==> config.mk <==
export PLATFORM = sky130hd
export DESIGN_NAME = dp_regbank_flat
export DESIGN_NICKNAME = d
export VERILOG_FILES = /design/src/rtl/dp_regbank_if.sv /design/src/rtl/dp_regbank.sv /design/src/flat_wrapper.sv
export SDC_FILE = /design/constraint.sdc
export NUM_CORES = 1
export LEC_CHECK = 0
export CORE_MARGIN = 5
export CORE_UTILIZATION = 52
export DETAILED_ROUTE_END_ITERATION = 8
export GPL_TIMING_DRIVEN = 0
export PLACE_DENSITY_LB_ADDON = 0.15
export RECOVER_POWER = 50
export SLEW_MARGIN = 20
export SYNTH_ARGS = -nofsm -noshare
export SYNTH_HDL_FRONTEND = slang
export SYNTH_SLANG_ARGS = --single-unit
==> constraint.sdc <==
create_clock -name clk -period 2.5 [get_ports clk]
set_input_delay 0.75 -clock clk [delete_from_list [all_inputs] [get_ports clk]]
set_output_delay 0.75 -clock clk [all_outputs]
set_load 0.03 [all_outputs]
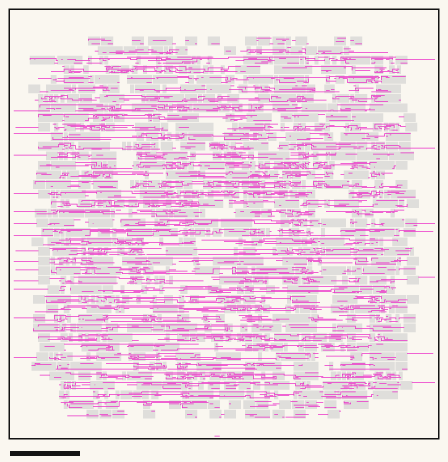
*Metal 1*
The bar under the picture is 20 um long.
- wire length on this layer: 8210 um
- longest straight run: 65.8 um
- share of all routed wire: 45%
- nets with wire on the layer: 852
routed via count: 5818
drt total wl: 18.1 mm

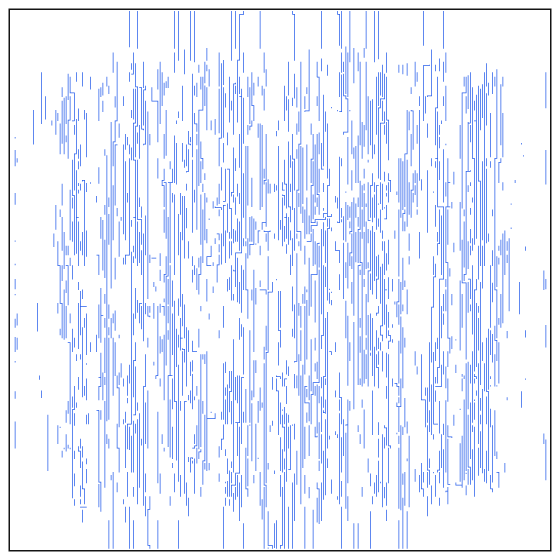
*Met2 routing*
- nets with wire on the layer: 766
- share of all routed wire: 47%
- main direction: vertical
- wire length on this layer: 8580 um
- longest straight run: 59.8 um
fraction of met2 tracks used by global routing: 40.6%

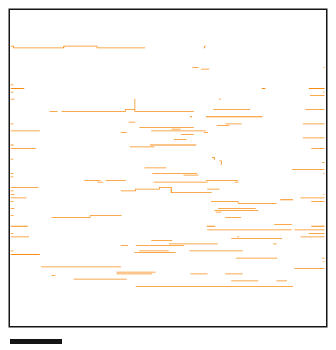
*Metal 3*
The bar under the picture is 20 um long.
- main direction: horizontal
- share of all routed wire: 5.5%
- longest straight run: 60.3 um
- nets with wire on the layer: 89
M3 GR Usage: 5.39%

==> metrics.cfg <==
[min_path]
hold_depth = 2

[place]
port_buffers = 90
place.gp.congestion = 0.866

[worst_setup_path]
worstRegToRegCells = 5
crit_top_cell = clkbuf_1
cp_slowest_cell = clkdlybuf4s50_1
cp_slowest_stage_delay_ps = 470
critPathArrivalTime_ps = 2750
critPathMaxFanout = 10
worst-endpoint-required_ps = 2860

[cts]
htreeDepth = 4
cts_tree = built
cts_buffers = 17
clock_latency_ps = 420
clockBufferDepth = 2

[logic_synthesis]
ys_ff = 159
synth-seq-area-share_pct = 49.1
top_area_share_pct = 49.1
ys_warn_count = 0
synthTopCellsByCount = dfxtp_1, nand2_1, nor2_1
edf_count = 0

[detailed_routing]
first_iter_violations = 501
routedWlPerCell_um = 17.6
avgViaCountPerCell = 5.68
drtPass1Iterations = 5
post-route-drc-count = 0

[finish]
drive_above_1_share_pct = 5.60
seq_area_um2 = 3180
dominant-cell-class = sequential cells
seq_cells = 159
buffers_excl_clock = 141

[grt]
grt_max_degree = 17
grt_pass1_wl_mm = 29.3

[final_timing]
hold_violations = 0
fin_ws_ps = 104
period_used_pct = 95.8
slew_headroom_pct = 43.2

[floorplan]
die_h_um = 122
num_tap_cells = 168

[run_status]
status = completed

==> routing by layer <==
metal | wire length, um | track usage, % | share of wire, % | up-vias
met3 | 998 | 5.39 | 5.5 | 26
met4 | 298 | 8.96 | 1.6 | 0
met1 | 8210 | 33.6 | 45 | 2805
met2 | 8580 | 40.6 | 47 | 168
met5 | 0 | 0 | 0 | -
li1 | - | - | - | 2819
==> placed cells by master (no fill, tap or decap), drive strengths merged, types with 16 or more instances in the layout <==
cell type      netlist  final
a22o                25     25
dfxtp              159    159
nor2                87     87
nand4               16     16
dlygate4sd3          0     40
a21oi               62     62
nand2              107    107
clkbuf              44     67
mux2i               49     49
a22oi               30     30
clkdlybuf4s50        0     49
==> what timing repair did <==
action | in CTS | in global routing
hold endpoints to repair | 0 | 0
gates resized | 7 | 7
gates cloned | 0 | 0
buffers inserted | 1 | 1
setup endpoints to repair | 37 | 24
pin swaps | 1 | 1
==> cells by family after synthesis <==
logic type / Yosys count / share of synthesized area [%]
buf+inv: 59 / 3.45
xor+xnor: 10 / 1.35
flops: 159 / 49.1
compound gates: 152 / 15.5
simple gates: 297 / 21.8
fa+ha+maj: 1 / 0.193
mux: 55 / 8.60
==> where the power goes <==
part / switching [mW] / internal (mW) / leakage (nW)
combinational: 0.210 / 0.144 / 1.68
clock: 1.01 / 2.05 / 0.337
sequential: 0.0397 / 2.59 / 1.29
==> per-stage QoR <==
stage          hold WS, ps  setup TNS (ps)  util, %  std cells
2_1_floorplan          436               0        -        733
3_3_place_gp           441          -45850     62.7        991
3_5_place_dp           444          -41590     62.8        991
4_1_cts                460               0     68.8       1024
5_1_grt                477           -12.3     68.8       1025
6_report               458               0     68.8       1025
Power figures rest on the tool's default switching activity, not on a simulated workload.
